--- config.mk ---
export PLATFORM = sky130hd
export DESIGN_NAME = bank_sequencer_flat
export DESIGN_NICKNAME = d
export VERILOG_FILES = /design/src/rtl/bank_sequencer_if.sv /design/src/rtl/bank_sequencer.sv /design/src/flat_wrapper.sv
export SDC_FILE = /design/constraint.sdc
export NUM_CORES = 1
export LEC_CHECK = 0
export CORE_MARGIN = 1
export CORE_UTILIZATION = 50
export DETAILED_ROUTE_END_ITERATION = 7
export PLACE_DENSITY = 0.62
export SETUP_SLACK_MARGIN = 0.4
export SLEW_MARGIN = 20
export SYNTH_ARGS = -nofsm -noshare
export SYNTH_HDL_FRONTEND = slang
export SYNTH_SLANG_ARGS = --single-unit
export TNS_END_PERCENT = 30
--- constraint.sdc ---
create_clock -name clk -period 8.6 [get_ports clk]
set_clock_uncertainty 0.15 [all_clocks]
set_input_delay 1.72 -clock clk [delete_from_list [all_inputs] [get_ports clk]]
set_output_delay 1.72 -clock clk [all_outputs]
set_load 0.03 [all_outputs]
--- src/rtl/bank_sequencer_if.sv ---
`default_nettype none
// ============================================================================
// Module      : bank_sequencer_if
// Description : Upstream digit stream plus engine start/feed/finish bundle
//               for the bank sequencer.
// Revision    : 1.0 - initial release
// ============================================================================
interface bank_sequencer_if;
    logic       s_valid;
    logic       s_ready;
    logic [3:0] s_digit;
    logic       s_last;
    logic       s_eof;
    logic       eng_start;
    logic [3:0] eng_digit;
    logic       eng_finish;

    // Environment side: drives the digit stream and the engine idle flag
    modport master (
        output s_valid, s_digit, s_last, s_eof, eng_finish,
        input  s_ready, eng_start, eng_digit
    );

    // Sequencer side
    modport slave (
        input  s_valid, s_digit, s_last, s_eof, eng_finish,
        output s_ready, eng_start, eng_digit
    );
endinterface
`default_nettype wire

--- src/rtl/bank_sequencer.sv ---
`default_nettype none
// ============================================================================
// Module      : bank_sequencer
// Description : Ping-pong bank buffer in front of the 12-digit max-joltage
//               engine. Loads one bank while the other is fed/computed,
//               counts completed banks and flags malformed bank lengths.
// Revision    : 1.0 - initial release
// ============================================================================
module bank_sequencer #(
    parameter int LINE_LEN = 100,
    parameter int CNT_W    = 10
) (
    input  wire logic             clk,
    input  wire logic             rst_n,
    bank_sequencer_if.slave       bus,
    output logic [CNT_W-1:0]      banks_done,
    output logic                  len_err,
    output logic                  busy,
    output logic                  done
);
    localparam int WC_W = $clog2(LINE_LEN + 1);
    localparam int RC_W = $clog2(LINE_LEN);

    localparam logic [1:0] S_IDLE  = 2'd0;
    localparam logic [1:0] S_START = 2'd1;
    localparam logic [1:0] S_FEED  = 2'd2;
    localparam logic [1:0] S_WAIT  = 2'd3;

    // Bank storage: no reset, validity is carried entirely by r_full
    logic [3:0]       r_buf [2][LINE_LEN];

    logic [1:0]       r_full;
    logic [1:0]       r_eof;
    logic             r_wsel;
    logic             r_rsel;
    logic [WC_W-1:0]  r_wcnt;
    logic [RC_W-1:0]  r_rcnt;
    logic             r_eof_seen;
    logic             r_eof_pend;
    logic             r_run;
    logic             r_len_err;
    logic             r_done;
    logic             r_busy;
    logic [CNT_W-1:0] r_banks_done;
    logic             r_eng_start;
    logic [3:0]       r_eng_digit;
    logic [1:0]       r_state;

    logic [1:0]       w_state_nxt;
    logic             w_acc;
    logic             w_len_ok;
    logic             w_wr_set;
    logic             w_release;
    logic [1:0]       w_full_nxt;
    logic [RC_W-1:0]  w_ridx;
    logic             w_start_nxt;
    logic [3:0]       w_digit_nxt;
    logic             w_done_set;

    // r_run keeps s_ready low while reset is asserted and for the first edge after
    assign bus.s_ready = r_run && !r_full[r_wsel] && !r_done && !r_eof_seen;
    assign bus.eng_start = r_eng_start;
    assign bus.eng_digit = r_eng_digit;
    assign banks_done    = r_banks_done;
    assign len_err       = r_len_err;
    assign busy          = r_busy;
    assign done          = r_done;

    assign w_acc     = bus.s_valid && bus.s_ready;
    // wcnt+1 == LINE_LEN, i.e. this s_last is exactly the LINE_LEN-th digit
    assign w_len_ok  = (r_wcnt == WC_W'(LINE_LEN - 1));
    assign w_wr_set  = w_acc && bus.s_last && w_len_ok;
    assign w_release = (r_state == S_WAIT) && bus.eng_finish;
    // A dropped EOF bank finishes the file once everything buffered has drained
    assign w_done_set = (w_release && r_eof[r_rsel]) ||
                        (r_eof_pend && (r_full == 2'b00) && (r_state == S_IDLE));

    // Next full flags: write side sets wsel, read side clears rsel (never equal when both fire)
    always_comb begin
        w_full_nxt = r_full;
        if (w_wr_set) begin
            w_full_nxt[r_wsel] = 1'b1;
        end
        if (w_release) begin
            w_full_nxt[r_rsel] = 1'b0;
        end
    end

    // Store accepted digits; beats past LINE_LEN are discarded
    always_ff @(posedge clk) begin
        if (w_acc && (r_wcnt < WC_W'(LINE_LEN))) begin
            r_buf[r_wsel][r_wcnt[RC_W-1:0]] <= bus.s_digit;
        end
    end

    // Write-side bookkeeping: digit count, buffer select, EOF and length error tracking
    always_ff @(posedge clk or negedge rst_n) begin
        if (!rst_n) begin
            r_wcnt     <= '0;
            r_wsel     <= 1'b0;
            r_eof      <= 2'b00;
            r_eof_seen <= 1'b0;
            r_eof_pend <= 1'b0;
            r_len_err  <= 1'b0;
            r_run      <= 1'b0;
        end else begin
            r_run <= 1'b1;
            if (w_acc) begin
                if (bus.s_last) begin
                    r_wcnt <= '0;
                    if (w_len_ok) begin
                        r_eof[r_wsel] <= bus.s_eof;
                        r_wsel        <= ~r_wsel;
                    end else begin
                        r_len_err <= 1'b1;
                        if (bus.s_eof) begin
                            r_eof_pend <= 1'b1;
                        end
                    end
                    if (bus.s_eof) begin
                        r_eof_seen <= 1'b1;
                    end
                end else if (r_wcnt != WC_W'(LINE_LEN)) begin
                    r_wcnt <= r_wcnt + 1'b1;
                end
            end
        end
    end

    // Read FSM state register
    always_ff @(posedge clk or negedge rst_n) begin
        if (!rst_n) begin
            r_state <= S_IDLE;
        end else begin
            r_state <= w_state_nxt;
        end
    end

    // Read FSM next-state logic
    always_comb begin
        w_state_nxt = r_state;
        case (r_state)
            S_IDLE:  if (r_full[r_rsel] && bus.eng_finish && !r_done) w_state_nxt = S_START;
            S_START: w_state_nxt = S_FEED;
            S_FEED:  if (r_rcnt == RC_W'(LINE_LEN - 1)) w_state_nxt = S_WAIT;
            S_WAIT:  if (bus.eng_finish) w_state_nxt = S_IDLE;
            default: w_state_nxt = S_IDLE;
        endcase
    end

    // Read FSM output decode: next-cycle start pulse and digit (registered below)
    always_comb begin
        w_start_nxt = (w_state_nxt == S_START);
        w_ridx      = (r_state == S_FEED) ? (r_rcnt + RC_W'(1)) : '0;
        w_digit_nxt = 4'd0;
        if ((r_state == S_START) ||
            ((r_state == S_FEED) && (r_rcnt != RC_W'(LINE_LEN - 1)))) begin
            w_digit_nxt = r_buf[r_rsel][w_ridx];
        end
    end

    // Read-side datapath and registered status outputs
    always_ff @(posedge clk or negedge rst_n) begin
        if (!rst_n) begin
            r_full       <= 2'b00;
            r_rsel       <= 1'b0;
            r_rcnt       <= '0;
            r_eng_start  <= 1'b0;
            r_eng_digit  <= 4'd0;
            r_banks_done <= '0;
            r_done       <= 1'b0;
            r_busy       <= 1'b0;
        end else begin
            r_full      <= w_full_nxt;
            r_eng_start <= w_start_nxt;
            r_eng_digit <= w_digit_nxt;
            r_busy      <= (w_full_nxt != 2'b00) || (w_state_nxt != S_IDLE);
            if (r_state == S_START) begin
                r_rcnt <= '0;
            end else if (r_state == S_FEED) begin
                r_rcnt <= r_rcnt + RC_W'(1);
            end
            if (w_release) begin
                r_rsel       <= ~r_rsel;
                r_banks_done <= r_banks_done + CNT_W'(1);
            end
            if (w_done_set) begin
                r_done <= 1'b1;
            end
        end
    end
endmodule
`default_nettype wire
--- src/flat_wrapper.sv ---
// flat-port wrapper written by rule: the top's interface ports become plain ports
module bank_sequencer_flat 
#(
    parameter int LINE_LEN = 100,
    parameter int CNT_W    = 10
)
  (clk, rst_n, banks_done, len_err, busy, done, bus_s_valid, bus_s_digit, bus_s_last, bus_s_eof, bus_eng_finish, bus_s_ready, bus_eng_start, bus_eng_digit);
  bank_sequencer_if bus_i ();
  input  wire logic clk;
  input  wire logic rst_n;
  output logic [CNT_W-1:0] banks_done;
  output logic len_err;
  output logic busy;
  output logic done;
  input wire logic [$bits(bus_i.s_valid)-1:0] bus_s_valid;
  input wire logic [$bits(bus_i.s_digit)-1:0] bus_s_digit;
  input wire logic [$bits(bus_i.s_last)-1:0] bus_s_last;
  input wire logic [$bits(bus_i.s_eof)-1:0] bus_s_eof;
  input wire logic [$bits(bus_i.eng_finish)-1:0] bus_eng_finish;
  output wire logic [$bits(bus_i.s_ready)-1:0] bus_s_ready;
  output wire logic [$bits(bus_i.eng_start)-1:0] bus_eng_start;
  output wire logic [$bits(bus_i.eng_digit)-1:0] bus_eng_digit;
  assign bus_i.s_valid = bus_s_valid;
  assign bus_i.s_digit = bus_s_digit;
  assign bus_i.s_last = bus_s_last;
  assign bus_i.s_eof = bus_s_eof;
  assign bus_i.eng_finish = bus_eng_finish;
  assign bus_s_ready = bus_i.s_ready;
  assign bus_eng_start = bus_i.eng_start;
  assign bus_eng_digit = bus_i.eng_digit;
  bank_sequencer #(.LINE_LEN(LINE_LEN), .CNT_W(CNT_W)) u_core (.clk(clk), .rst_n(rst_n), .bus(bus_i), .banks_done(banks_done), .len_err(len_err), .busy(busy), .done(done));
endmodule
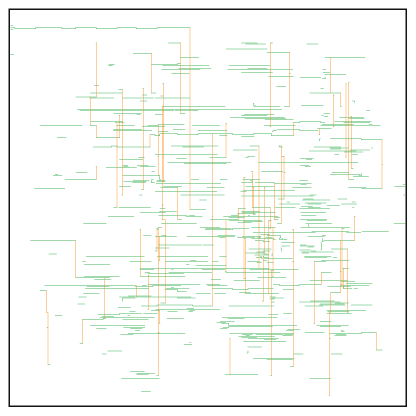
(metal layers overlaid)
(1.5 px per µm) Two of the layers only.
Green stands for met3, wire length 6500 µm. Orange stands for met4, wire length 2530 µm.

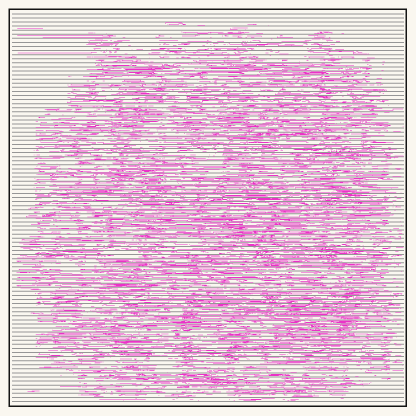
(signal wires on met1)
(1.5 px per µm) Supply wires on this layer in gray.
The layer holds 41% of the routed length. The wires run mostly horizontal. The layer carries 36.1 mm of wire.

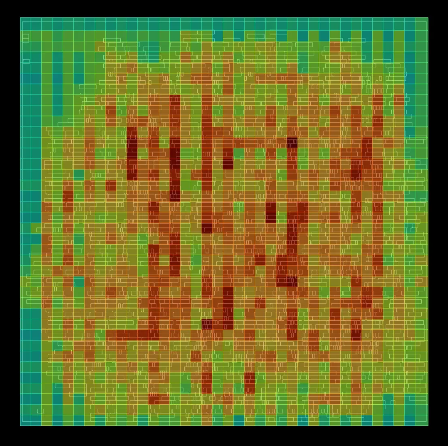
(routing congestion map)
M2 GR Usage: 40.85%
Util after Layout: 56.61%

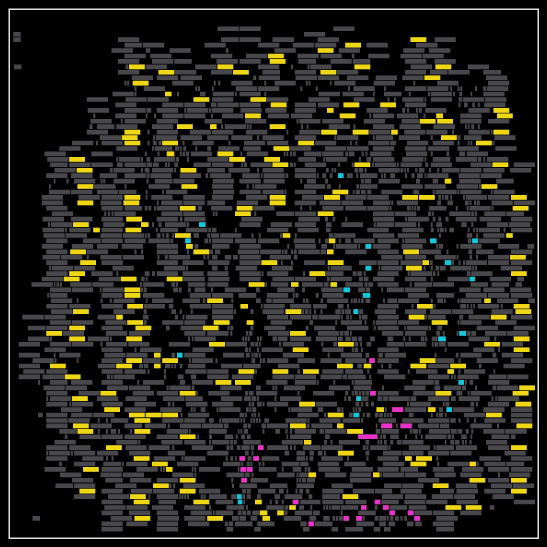
(gate-type map)
(2 px per µm)
Magenta stands for XOR/XNOR gates, cells 22. Cyan stands for AND-OR and OR-AND gates, cells 21. Yellow stands for multiplexers, cells 210, where all over the die.

==> job_summary.md <==
### Flow metrics

| Metric | Value |
|---|---|
| Cell area leaders | `edfxtp_1 (70%), mux4_2 (11%), dfrtp_1 (3.1%)` |
| Initial DRT Pass Iterations | `6` |
| Die outline height | `263.7 µm` |
| Chip area in the Yosys report | `0.03425 mm²` |
| Critical Path RT | `9.01 ns` |
| Leak | `12.18 nW` |
| Top-count cell post-synth | `edfxtp_1` |
| Root buf cell | `clkbuf_16` |
| Post-synth top cells | `edfxtp_1 (800), nor2_1 (241), nand2_1 (231)` |
| WP depth | `11` |
| Hold Slack | `0.3081 ns` |
| Fmax | `222.3 MHz` |
| RePlAce Congestion | `0.8541` |
| Port bufs | `28` |
| Slew @ Worst Pin | `1.174 ns` |
| EDFF count, synth | `800` |
| RSZ-0062 raised after global routing | `no` |
| Late-Pin Clk Latency | `0.65 ns` |
| DR vias/cell | `6.322` |
| Yosys top cell by area | `edfxtp_1` |
| Initial antenna violation count | `0` |
| H-tree Lvls | `3` |
| Crit Path Category | `flop to flop` |
| Syn Inst Count | `2003` |
| GRT met1 Usage | `36.51%` |
| Top cell excl fill/tap | `edfxtp_1` |
| CTS tree | `built` |
| Synth unique cells | `74` |
| Vias post-DR | `18.90k` |
| Worst Setup EP | `u_core.bus.eng_digit[0]` |
| Largest net degree at the start of global routing | `125` |
| Reg clk slew, reported paths | `0.06 ns` |
| HP Start | `u_core.r_eof_seen` |
| Yosys reg bits | `843` |
| Wirelength per Cell | `29.31 µm` |
| I/O pin count | `29` |
| Detail Route Antenna Nets | `0` |
| Status | `finished clean` |
| Vias in the first global route | `18.91k` |
## per-stage QoR
step	setup WS, ns	total power [mW]	area, µm²	cells	utilization [%]
after detailed placement	3.550	7.814	35350	2829	52.35
after floorplan	5.071	6.825	34250	2003	-
after global routing	4.008	11.90	38220	2989	56.61
after CTS	4.145	11.59	38220	2989	56.61
final	4.102	11.54	38220	2990	56.61
after global placement	3.622	7.811	35340	2829	52.35
## power by group
| group | internal (mW) | total (mW) | switching, mW | leakage, nW |
|---|---|---|---|---|
| logic | 1.21 | 3.11 | 1.90 | 3.01 |
| clock network | 2.25 | 3.80 | 1.55 | 1.43 |
| registers | 4.53 | 4.63 | 0.0974 | 7.74 |
| total | 8.00 | 11.5 | 3.54 | 12.2 |
## registers in the layout, indices dropped and copies added, names as in the netlist, 2 cells and up
| register | count |
|---|---|
| u_core.r_wcnt | 7 |
| u_core.r_state | 2 |
| u_core.r_rcnt | 7 |
| u_core.bus.eng_digit | 4 |
| u_core.r_eof | 2 |
| u_core.r_full | 2 |
| u_core.banks_done | 10 |
| u_core.r_buf | 800 |
## logic make-up after synthesis
family | share of synthesized area [%]
buffers and inverters | 2.192
AND/OR/NAND/NOR | 8.100
AND-OR/OR-AND | 2.970
other | 0.01095
adder cells (fa/ha/maj) | 0.3654
XOR/XNOR | 0.6394
multiplexers | 12.43
flip-flops | 73.29
## routing by layer
layer / wire, µm / share of wire (%) / vias up
met4: 2529 / 2.9 / 0
met2: 42480 / 48 / 950
li1: - / - / 7927
met1: 36130 / 41 / 9865
met3: 6498 / 7.4 / 162
met5: 0 / 0 / -
## area by class of cell
type                    instances  area (µm²)
multi-input cells            1022        8432
repair buffers                 75       658.1
inverters                      16       60.06
flip-flops and latches        843       25100
clock inverters                51       540.5
diodes                          1       2.502
well taps                     873        1092
clock buffers                 109        2332
fillers                      5185       29290
Power figures rest on the tool's default switching activity, not on a simulated workload.
